File: src/rtl/uart_tx_arbiter.sv
// Round-robin arbiter that locks one byte-stream requester onto a registered UART TX byte port.
// Optional owner-idle forced release is built when UART_ARB_TIMEOUT_EN is defined.
module uart_tx_arbiter #(
    parameter int NUM_REQ        = 4,
    parameter int TIMEOUT_CYCLES = 256
) (
    input  logic                 clk_i,
    input  logic                 rst_ni,
    input  logic [NUM_REQ-1:0]   req_valid_i,
    input  logic [8*NUM_REQ-1:0] req_data_i,
    input  logic [NUM_REQ-1:0]   req_last_i,
    output logic [NUM_REQ-1:0]   req_ready_o,
    output logic                 tx_valid_o,
    output logic [7:0]           tx_data_o,
    input  logic                 tx_ready_i,
    output logic [NUM_REQ-1:0]   grant_o,
    output logic                 busy_o,
    output logic                 timeout_o
);

    localparam int IDX_W = $clog2(NUM_REQ);

    localparam logic [0:0] ST_IDLE   = 1'b0;
    localparam logic [0:0] ST_LOCKED = 1'b1;

    logic [0:0]         state_q, state_d;
    logic [NUM_REQ-1:0] grant_q, grant_d;
    logic [IDX_W-1:0]   owner_q, owner_d;
    logic [IDX_W-1:0]   rr_ptr_q, rr_ptr_d;
    logic               tx_valid_q, tx_valid_d;
    logic [7:0]         tx_data_q, tx_data_d;
    logic               timeout_q, timeout_d;

    logic [7:0]         req_data_arr [NUM_REQ];
    logic               out_free;
    logic               accept;
    logic               owner_last;
    logic               release_timeout;
    logic [IDX_W-1:0]   owner_next_ptr;
    logic               sel_found;
    logic [IDX_W-1:0]   sel_idx;
    logic [IDX_W-1:0]   cand;

    generate
        for (genvar gi = 0; gi < NUM_REQ; gi++) begin : g_lane
            assign req_data_arr[gi] = req_data_i[8*gi +: 8];
        end
    endgenerate

    // The output register can take a byte when empty or when it drains this cycle.
    assign out_free       = !tx_valid_q || tx_ready_i;
    assign req_ready_o    = (state_q == ST_LOCKED && out_free) ? grant_q : '0;
    assign accept         = |(req_valid_i & req_ready_o);
    assign owner_last     = req_last_i[owner_q];
    assign owner_next_ptr = (owner_q == IDX_W'(NUM_REQ - 1)) ? '0 : owner_q + IDX_W'(1);

    always_comb begin
        sel_found = 1'b0;
        sel_idx   = '0;
        cand      = '0;
        for (int k = 0; k < NUM_REQ; k++) begin
            cand = IDX_W'((int'(rr_ptr_q) + k) % NUM_REQ);
            if (!sel_found && req_valid_i[cand]) begin
                sel_found = 1'b1;
                sel_idx   = cand;
            end
        end
    end

`ifdef UART_ARB_TIMEOUT_EN
    localparam int CNT_W = $clog2(TIMEOUT_CYCLES);

    logic [CNT_W-1:0] idle_cnt_q, idle_cnt_d;

    always_comb begin
        idle_cnt_d      = '0;
        release_timeout = 1'b0;
        if (state_q == ST_LOCKED && !accept) begin
            if (idle_cnt_q == CNT_W'(TIMEOUT_CYCLES - 1)) begin
                release_timeout = 1'b1;
            end else begin
                idle_cnt_d = idle_cnt_q + CNT_W'(1);
            end
        end
    end

    always_ff @(posedge clk_i) begin
        if (!rst_ni) begin
            idle_cnt_q <= '0;
        end else begin
            idle_cnt_q <= idle_cnt_d;
        end
    end
`else
    logic unused_timeout_cfg;
    assign unused_timeout_cfg = |TIMEOUT_CYCLES;
    assign release_timeout    = 1'b0;
`endif

    always_comb begin
        state_d    = state_q;
        grant_d    = grant_q;
        owner_d    = owner_q;
        rr_ptr_d   = rr_ptr_q;
        tx_valid_d = tx_valid_q;
        tx_data_d  = tx_data_q;
        timeout_d  = 1'b0;

        if (tx_valid_q && tx_ready_i) begin
            tx_valid_d = 1'b0;
        end
        if (accept) begin
            tx_valid_d = 1'b1;
            tx_data_d  = req_data_arr[owner_q];
        end

        case (state_q)
            ST_IDLE: begin
                if (sel_found) begin
                    state_d = ST_LOCKED;
                    grant_d = NUM_REQ'(1) << sel_idx;
                    owner_d = sel_idx;
                end
            end
            default: begin
                if (accept && owner_last) begin
                    state_d  = ST_IDLE;
                    grant_d  = '0;
                    rr_ptr_d = owner_next_ptr;
                end else if (release_timeout) begin
                    state_d   = ST_IDLE;
                    grant_d   = '0;
                    rr_ptr_d  = owner_next_ptr;
                    timeout_d = 1'b1;
                end
            end
        endcase
    end

    always_ff @(posedge clk_i) begin
        if (!rst_ni) begin
            state_q    <= ST_IDLE;
            grant_q    <= '0;
            owner_q    <= '0;
            rr_ptr_q   <= '0;
            tx_valid_q <= 1'b0;
            tx_data_q  <= 8'h00;
            timeout_q  <= 1'b0;
        end else begin
            state_q    <= state_d;
            grant_q    <= grant_d;
            owner_q    <= owner_d;
            rr_ptr_q   <= rr_ptr_d;
            tx_valid_q <= tx_valid_d;
            tx_data_q  <= tx_data_d;
            timeout_q  <= timeout_d;
        end
    end

    assign grant_o    = grant_q;
    assign tx_valid_o = tx_valid_q;
    assign tx_data_o  = tx_data_q;
    assign busy_o     = (state_q == ST_LOCKED) || tx_valid_q;
    assign timeout_o  = timeout_q;

endmodule

File: config.mk
export PLATFORM = sky130hd
export DESIGN_NAME = uart_tx_arbiter
export DESIGN_NICKNAME = d
export VERILOG_FILES = /design/src/rtl/uart_tx_arbiter.sv
export SDC_FILE = /design/constraint.sdc
export NUM_CORES = 1
export LEC_CHECK = 0
export CAP_MARGIN = 10
export CORE_ASPECT_RATIO = 1.1
export CORE_UTILIZATION = 25
export DETAILED_ROUTE_END_ITERATION = 7
export PLACE_DENSITY = 0.63
export SYNTH_ARGS = -nofsm -noshare
export SYNTH_HDL_FRONTEND = slang
export SYNTH_SLANG_ARGS = --single-unit
File: constraint.sdc
create_clock -name clk_i -period 2.6 [get_ports clk_i]
set_clock_uncertainty 0.15 [all_clocks]
set_input_delay 0.78 -clock clk_i [delete_from_list [all_inputs] [get_ports clk_i]]
set_output_delay 0.78 -clock clk_i [all_outputs]
set_load 0.02 [all_outputs]
==> run_results.csv, run 1 <==
group,metric,value,unit
sta,fmax,396,MHz
synth,syn_inst,104,
synth,synthAdderAreaFrac,1.13,%
synth,synthesis.nets,148,
worst_setup_path,critPathCaptureType,"output port",
clock_network,cts_buffer_depth,2,
pwr,peakVddDrop,147,uV
synth,ys.flops,18,
cells_and_area,area_delta_synth_final,65.7,%
sta,holdWs,0.339,ns
placed_design,placed_area,0.00176,mm2
cells_and_area,fin_util,42.9,%
worst_setup_path,crit_type,"in2out",
clock_network,cts_root_buf,"clkbuf_8",
sta,maxSlewViolCount,0,
drt,drcViolationCount,0,
worst_setup_path,critPathMaxFanout,5,
drt,wl_per_cell,14.0,um
cells_and_area,post-route-cell-area,0.00184,mm2
sta,fin_crit_sh,97.1,%
outcome,outcome,"complete, no violations",
drt,drtIter0Drc,18,
sta,period_needed,2.53,ns
global_route,grt_pass1_wl,4720,um
floorplanning,dieArea,0.00470,mm2
clock_network,cts_made_buffers,3,
cells_and_area,final_cell_mix,"clkdlybuf4s50_1 (55), dfxtp_1 (18), mux2i_1 (11)",
sta,tns,0,ns
synth,yosysWarningCount,0,
pwr,p_leak,0.000721,uW
drt,wl,3050,um
synth,synth_area_per_cell,10.7,um2
placed_design,dpl.hpwl,2310,um
pwr,p_per_area,393,mW/mm2
synth,muxShareOfSynthArea,28.2,%
clock_network,clk_pin_slew_worst_paths,0.07,ns
drt,via_per_inst,4.79,
synth,xor_share,0,%
clock_network,h-tree-depth,1,
run 1: worst max-delay path, delay by kind of cell:
| kind | cells | cell delay [ns] |
|---|---|---|
| and+or+nand+nor | 2 | 0.46 |
| buffers and inverters | 2 | 0.35 |
run 1: layer usage:
metal | share of wire, % | global-route usage, %
met1 | 43 | 14.3
met2 | 45 | 22.6
met3 | 10 | 4.30
met4 | 1.8 | 7.00
met5 | 0 | 0
run 1: sequential cells by signal, indices dropped and copies added (netlist names):
signal / flops
tx_valid_o: 1
tx_data_o: 8
state_q: 1
grant_o: 4
owner_q: 2
rr_ptr_q: 2
run 1: final timing paths:
path,startpoint,endpoint,slack [ns],cells past startpoint
max reg2reg,owner_q[0],rr_ptr_q[1],0.70,4
max,tx_ready_i,req_ready_o[3],0.07,4
min,rr_ptr_q[0],rr_ptr_q[0],0.34,2
min reg2reg,rr_ptr_q[0],rr_ptr_q[0],0.34,2
run 1: report_power, final:
group          total [uW]  leakage (uW)  switching [uW]  internal (uW)
Combinational         196      0.000545            69.2            127
Sequential            303      0.000146            15.3            288
Clock                 223     0.0000288            88.4            134
run 1: synthesized netlist by cell type:
| cell type | instances | area (um2) |
|---|---|---|
| o211a_1 | 1 | 10.0 |
| nor2b_1 | 9 | 56.3 |
| a22o_2 | 1 | 10.0 |
| a22o_1 | 1 | 8.76 |
| mux2_2 | 2 | 22.5 |
| buf_2 | 2 | 10.0 |
| o22a_1 | 1 | 8.76 |
| nand3b_1 | 2 | 15.0 |
| clkbuf_1 | 3 | 11.3 |
| buf_6 | 3 | 33.8 |
| o22ai_1 | 1 | 6.26 |
| dfxtp_1 | 18 | 360 |
| a21boi_0 | 2 | 15.0 |
| nand2_1 | 5 | 18.8 |
| o21ai_0 | 1 | 5.00 |
| nand2b_1 | 1 | 6.26 |
| mux2i_1 | 11 | 110 |
| nor2_1 | 4 | 15.0 |
| or2_2 | 1 | 6.26 |
| o21a_1 | 1 | 7.51 |
| o311a_1 | 1 | 10.0 |
| nor4_1 | 2 | 12.5 |
| or2b_2 | 1 | 8.76 |
| conb_1 | 1 | 3.75 |
| o211ai_2 | 1 | 12.5 |
| inv_1 | 1 | 3.75 |
| a21o_1 | 2 | 15.0 |
| and3_1 | 4 | 25.0 |
| ha_1 | 1 | 12.5 |
| a21oi_1 | 3 | 15.0 |
| o221ai_1 | 1 | 8.76 |
| nand3_1 | 1 | 5.00 |
| buf_4 | 1 | 7.51 |
| buf_1 | 1 | 3.75 |
| mux4_2 | 8 | 180 |
| a32o_1 | 4 | 40.0 |
| or4_1 | 1 | 7.51 |
run 1: final cells by class:
class / count / area, um2
Clock buffer: 4 / 55.1
Fill cell: 405 / 2450
Inverter: 1 / 3.75
Multi-Input combinational cell: 75 / 701
Sequential cell: 18 / 360
Tap cell: 54 / 67.6
Timing Repair Buffer: 66 / 649
run 1: timing repair:
action                                  4_1_cts  5_1_grt
hold buffers                                  0        0
endpoints found under the setup margin        4        0
gates resized                                30        0
run 1: kinds of logic after synthesis:
family / Yosys count
compound gates: 21
fa+ha+maj: 1
mux: 21
flops: 18
other cells: 1
simple gates: 31
buf+inv: 11
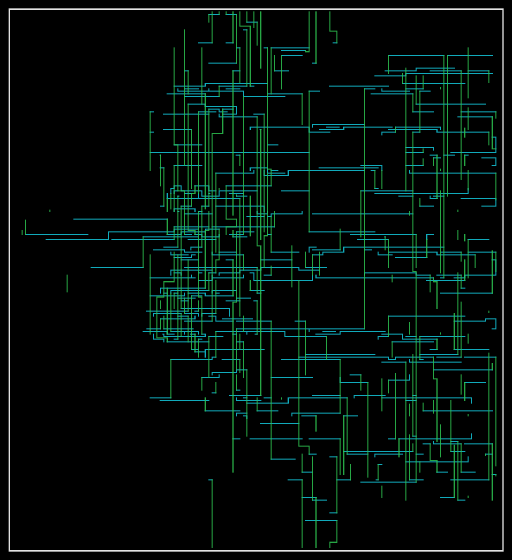
(run_1/layers.png)
Two of the layers only.
cyan -> M1  # wire length 1320 um
green -> M2  # wire length 1360 um

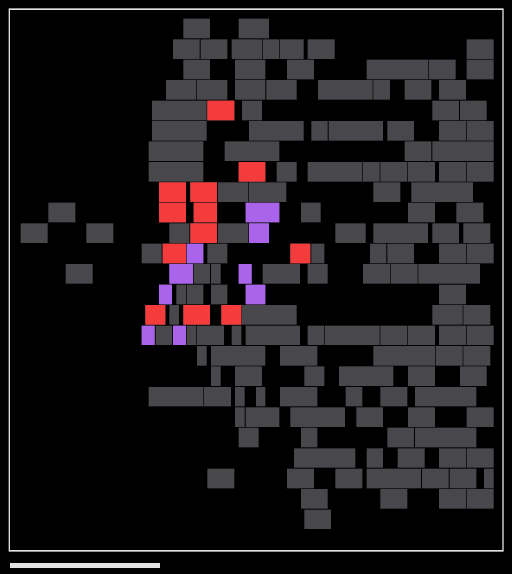
(run_1/gates.png)
Bar = 20 um.
purple -> aoi and oai cells  # cells 9
red -> non-inverting ao/oa cells  # cells 12, where center
non-filler cells in the finished layout: 218
Commonest Layout Cell: clkdlybuf4s50_1
logic share of the area: 38.1%

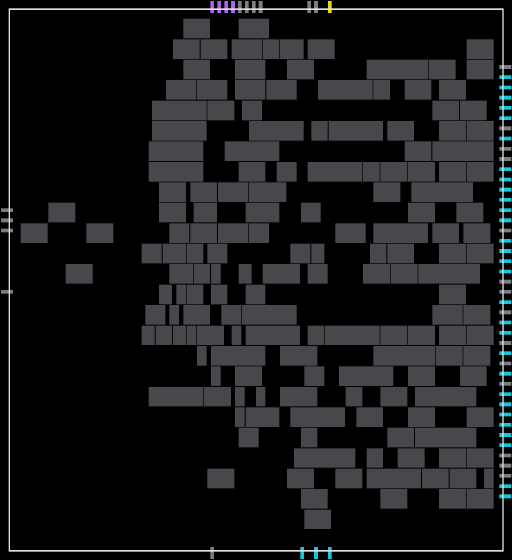
(run_1/pinout.png)
Pins as bars across the die edge, other pins in gray.
purple -> grant_o  # pins 4, direction output, edge top
yellow -> tx_valid_o  # pins 1, direction output, edge top
cyan -> req_data_i  # pins 32, direction input, edge 29 right, 3 bottom
die width: 65.5 um
Port Buffer Count: 60
Die Y: 71.8 um

==> run_1/ff_map.png <==
Bar = 20 um. Other sequential cells in the stronger gray, the rest of the logic in the fainter gray.
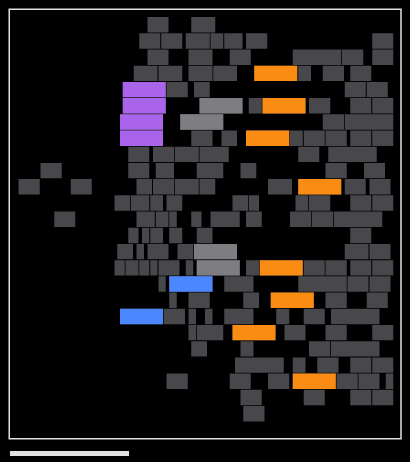

==> run 2, diff against run 1 <==
--- a/config.mk
+++ b/config.mk
@@ -7,9 +7,9 @@
 export LEC_CHECK = 0
 export CAP_MARGIN = 10
 export CORE_ASPECT_RATIO = 1.1
-export CORE_UTILIZATION = 25
+export CORE_UTILIZATION = 41
 export DETAILED_ROUTE_END_ITERATION = 7
-export PLACE_DENSITY = 0.63
+export PLACE_DENSITY = 0.85
 export SYNTH_ARGS = -nofsm -noshare
 export SYNTH_HDL_FRONTEND = slang
 export SYNTH_SLANG_ARGS = --single-unit
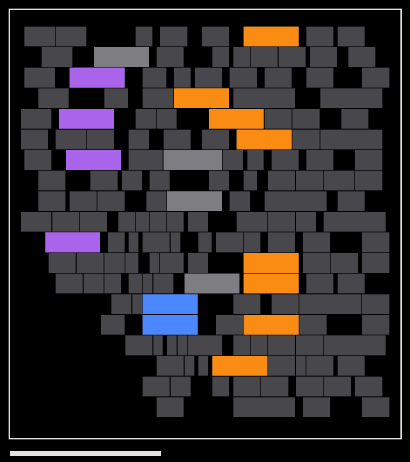
(run_2/ff_map.png)
Bar = 20 um. Other sequential cells in the stronger gray, the rest of the logic in the fainter gray.
blue -> rr_ptr_q  # sequential cells 2
orange -> tx_data_o  # sequential cells 8
purple -> grant_o  # sequential cells 4
not colored = 4
register area: 362 um2
flop share of the area: 20.4%
post-layout util: 70.5%

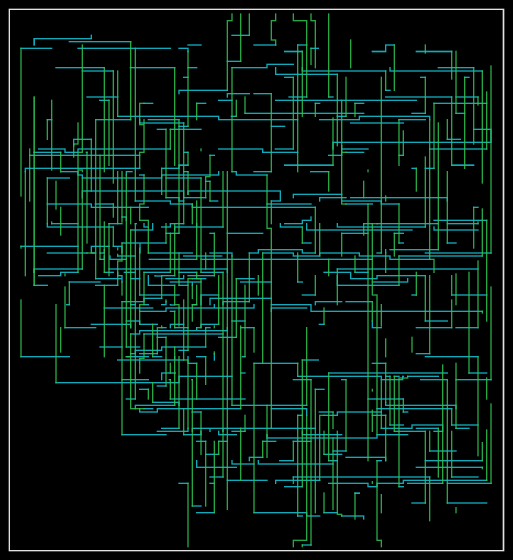
(run_2/layers.png)
Two of the layers only.
cyan -> M1  # wire length 1270 um
green -> M2  # wire length 1540 um
WL per Instance: 16.4 um
Total GRT Usage: 22.3%
total number of vias: 1083
final wirelength: 3180 um

==> run 2 against run 1 <==
Sequential share of layout area rose by 0.73 points. Critical path type unchanged. Register-to-register slack about the same. Synthesized cell count did not move. Clock power shrank 39%. Sequential cell count unchanged. Fmax increased by 0.20%. Via count grew 3.6%. Final area decreased by 3.3%. Global-route usage up 9.1 points. Sequential power about the same.
==> run_results.csv, run 2 <==
group,metric,value,unit
synth,synthFlopType,"dfxtp_1",
synth,synth-edff-count,0,
sta,fin_crit_sh,96.9,%
sta,period_needed,2.52,ns
synth,most_common_cell,"dfxtp_1",
worst_setup_path,crit_type,"in2out",
cells_and_area,fillers,201,
clock_network,cts_made_buffers,3,
worst_hold_path,worstHoldPathCells,2,
floorplanning,dieArea,0.00292,mm2
worst_setup_path,reg2regPathDepth,4,
drt,drcViolationCount,0,
synth,synth_area_per_cell,10.7,um2
synth,yosys.area.top_type,"dfxtp_1",
floorplanning,die_h,56.5,um
sta,fmax,397,MHz
synth,yosysWarningCount,0,
synth,syn_inst,104,
synth,ys_async_sr_fraction,0,%
worst_setup_path,critPathCaptureType,"output port",
floorplanning,fp.dieW,51.6,um
cells_and_area,final_cell_mix,"clkdlybuf4s50_1 (55), dfxtp_1 (17), mux2i_1 (11)",
synth,ys.flops,18,
cells_and_area,largest_reg_flops,8,
outcome,outcome,"complete, no violations",
placed_design,dpl.hpwl,2520,um
-- run 2: metal layers --
| layer | GRT usage (%) | routed length (um) |
|---|---|---|
| met1 | 25.4 | 1270 |
| met2 | 39.1 | 1530 |
| met5 | 0 | 0 |
| met3 | 6.50 | 344 |
| met4 | 6.95 | 34 |
-- run 2: logic make-up (layout without fill, tap and decap cells) --
logic type,count (synthesis),after routing,synth area share (%)
and+or+nand+nor,31,31,15.9
adders and majority gates,1,1,1.13
buffers and inverters,11,70,6.32
muxes,21,21,28.2
DFF,18,18,32.5
AOI/OAI and AO/OA,21,21,15.6
other,1,1,0.338
-- run 2: what timing repair did --
item	CTS	global route
hold buffers	0	0
endpoints found under the setup margin	4	1
resized	30	1
-- run 2: critical path: stages --
cell           delay, ns
dlygate4sd2_1       0.23
or2b_4              0.27
and3_4              0.19
buf_6               0.12
-- run 2: area by class of cell --
type / instances / area [um2] / share of cell area (%)
multi-input cells: 75 / 701 / 39.4
repair buffers: 66 / 649 / 36.5
flip-flops and latches: 18 / 362 / 20.4
well taps: 31 / 38.8 / 2.18
clock buffers: 3 / 22.5 / 1.27
inverters: 1 / 3.75 / 0.211
-- run 2: power breakdown --
part	leakage, uW	switching [uW]	total (uW)	internal [uW]
registers	0.000146	16.6	304	288
logic	0.000545	68.4	195	127
clock network	0.0000138	83.2	137	53.9
-- run 2: path summary, 6_finish.rpt --
path / startpoint / endpoint / slack (ns)
setup / recovery: tx_ready_i / req_ready_o[3] / 0.08
hold reg to reg: rr_ptr_q[0] / rr_ptr_q[0] / 0.35
setup reg to reg: owner_q[0] / tx_data_o[7] / 0.71
hold / removal: rr_ptr_q[0] / rr_ptr_q[0] / 0.35
-- run 2: stage by stage --
stage	TNS (ns)	cell area, um2	power [uW]	setup slack, ns	util, %
2_1_floorplan	0	1110	399	0.320	-
3_3_place_gp	-2.19	1730	497	-0.548	68.5
3_5_place_dp	-2.25	1730	503	-0.572	68.5
4_1_cts	0	1780	636	0.0422	70.5
5_1_grt	0	1780	667	0.0623	70.5
6_report	0	1780	637	0.0794	70.5
==> run_2/pinout.png <==
Pins as bars across the die edge, other pins in gray.
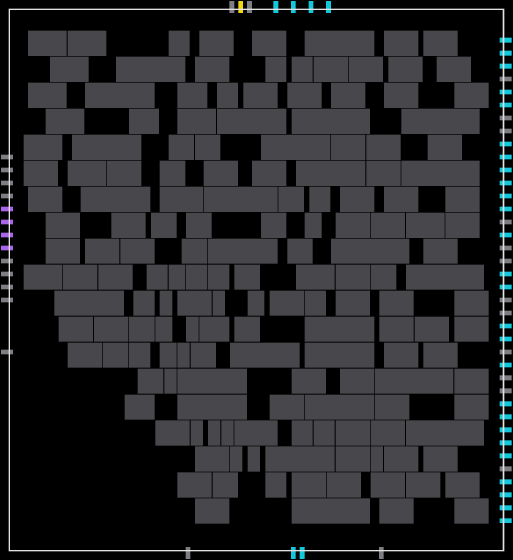

==> run 3, diff against run 2 <==
--- a/config.mk
+++ b/config.mk
@@ -7,9 +7,9 @@
 export LEC_CHECK = 0
 export CAP_MARGIN = 10
 export CORE_ASPECT_RATIO = 1.1
-export CORE_UTILIZATION = 41
+export CORE_UTILIZATION = 40
 export DETAILED_ROUTE_END_ITERATION = 7
-export PLACE_DENSITY = 0.85
+export PLACE_DENSITY = 0.83
 export SYNTH_ARGS = -nofsm -noshare
 export SYNTH_HDL_FRONTEND = slang
 export SYNTH_SLANG_ARGS = --single-unit
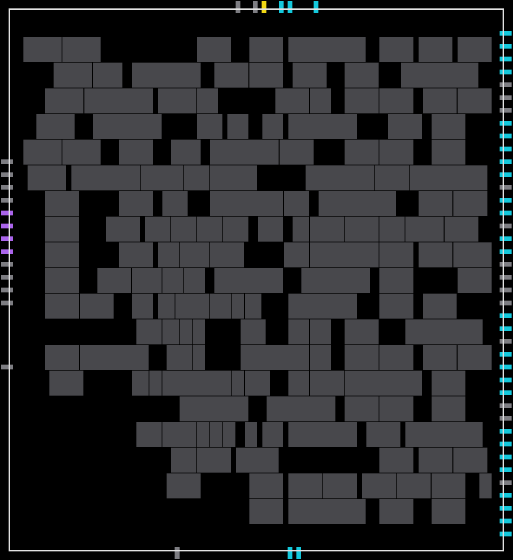
(run_3/pinout.png)
Pins as bars across the die edge, other pins in gray.
cyan -> req_data_i  # pins 32, direction input, edge 27 right, 3 top, 2 bottom
yellow -> tx_valid_o  # pins 1, direction output, edge top
purple -> grant_o  # pins 4, direction output, edge left
die width: 52.2 um
Die Y: 57.2 um

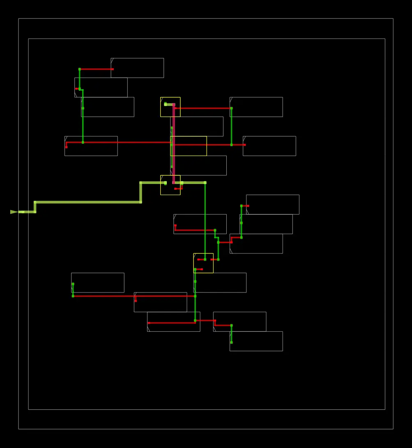
(run_3/clock_nets.png)
layout clock buffer count: 4
Num CTS Buffers: 3

==> run 3 against run 2 <==
Area after synthesis is the same. Final area grew 0.78%. Via count grew 0.37%. Routed wire length shrank 0.94%. Non-clock buffer count is the same. Fmax shrank 0.21%. First-iteration DRC count grew 21%. Register-to-register slack is essentially flat. Synthesized cell count is the same. Count of clock-buffer cells in the layout grew 1. Sequential share of layout area shrank 0.16 points.
==> run_results.csv, run 3 <==
group,metric,value,unit
placed_design,placed_area,0.00173,mm2
worst_setup_path,r2r_slack,0.70,ns
sta,max_slew_margin,61.2,%
sta,fmax,396,MHz
synth,synth-edff-count,0,
worst_setup_path,crit_chain,"dlygate4sd2_1 > or2b_4 > and3_4 > buf_6",
sta,tns,0,ns
cells_and_area,register_area,362,um2
cells_and_area,final_cell_mix,"clkdlybuf4s50_1 (55), dfxtp_1 (17), mux2i_1 (11)",
synth,synth_area_per_cell,10.7,um2
worst_setup_path,critPathCaptureType,"output port",
drt,vias,1087,
worst_setup_path,critPathSlowestCell,"or2b_4",
synth,most_common_cell,"dfxtp_1",
synth,yosys.area.top_type,"dfxtp_1",
pwr,total_power,670,uW
cells_and_area,fillers,192,
global_route,grt.total_usage,20.6,%
placed_design,pre_cts_ws,-0.577,ns
synth,ys.flops,18,
synth,yosysWarningCount,0,
drt,wl,3150,um
synth,ys_async_sr_fraction,0,%
worst_setup_path,crit_type,"in2out",
floorplanning,dieArea,0.00299,mm2
worst_setup_path,slowest_delay,0.27,ns
sta,setup_ws,0.0741,ns
outcome,outcome,"complete, no violations",
worst_setup_path,worstPathBufferInverterCount,2,
sta,maxSlewViolCount,0,
synth,syn_inst,104,
placed_design,dpl.hpwl,2400,um
cells_and_area,logic_area,701,um2
sta,fin_crit_sh,97.2,%
drt,drcViolationCount,0,
worst_setup_path,critical_path.top_delay_family,"simple AND/OR/NAND/NOR gates",
drt,wl_per_cell,16.2,um
clock_network,ctsHoldBuffers,0,
cells_and_area,largest_reg_flops,8,
cells_and_area,post-route-cell-area,0.00179,mm2
==> run 3: cell types whose count changed in the layout (fill, tap and decap cells not counted) <==
cell / delta
clkbuf_8: +1
==> run 3: routing by layer <==
layer	global-route usage [%]	vias to the layer above	part of all wire, %
met1	22.5	495	40
li1	-	512	-
met5	0	-	0
met2	39.2	76	46
met4	4.14	0	0.44
met3	5.33	4	13
==> run 3: tightest hold or removal path, stage by stage, from the launching register on <==
cell and delay, ns:
dfxtp_1 0.34, nand2_1 0.06, mux2i_1 0.06
==> run 3: what timing repair did <==
item / CTS / global route
gates cloned: 0 / 0
pin swaps: 0 / 0
gates resized: 30 / 1
endpoints found under the setup margin: 4 / 1
==> run 3: kinds of logic (layout without fill, tap and decap cells) <==
logic type,after synthesis,count (layout),synth area share (%)
multiplexers,21,21,28.2
AND-OR/OR-AND,21,21,15.6
adder cells (fa/ha/maj),1,1,1.13
other,1,1,0.338
flip-flops,18,18,32.5
AND/OR/NAND/NOR,31,31,15.9
buffers and inverters,11,71,6.32
==> run 3: worst paths after layout <==
kind	start	endpoint	depth (start not counted)
hold / removal	rr_ptr_q[0]	rr_ptr_q[0]	2
setup reg to reg	owner_q[0]	rr_ptr_q[1]	4
hold reg to reg	rr_ptr_q[0]	rr_ptr_q[0]	2
setup / recovery	tx_ready_i	req_ready_o[3]	4
==> run 3: area by class of cell <==
cell class / instances / area share, %
inverters: 1 / 0.210
multi-input cells: 75 / 39.1
repair buffers: 66 / 36.3
well taps: 31 / 2.17
clock buffers: 4 / 2.03
flip-flops and latches: 18 / 20.2
==> run 3: metrics by stage <==
step                      hold slack (ns)  util, %
after floorplan                     0.301        -
after global placement              0.320     67.3
after detailed placement            0.334     67.3
after CTS                           0.353     69.7
after global routing                0.384     69.7
final                               0.350     69.7
==> run 3: power by group <==
group	switching [uW]	internal [uW]
sequential	16.9	288
combinational	69.7	127
clock	83.0	85.3
Power is estimated from default activity; no workload was simulated.
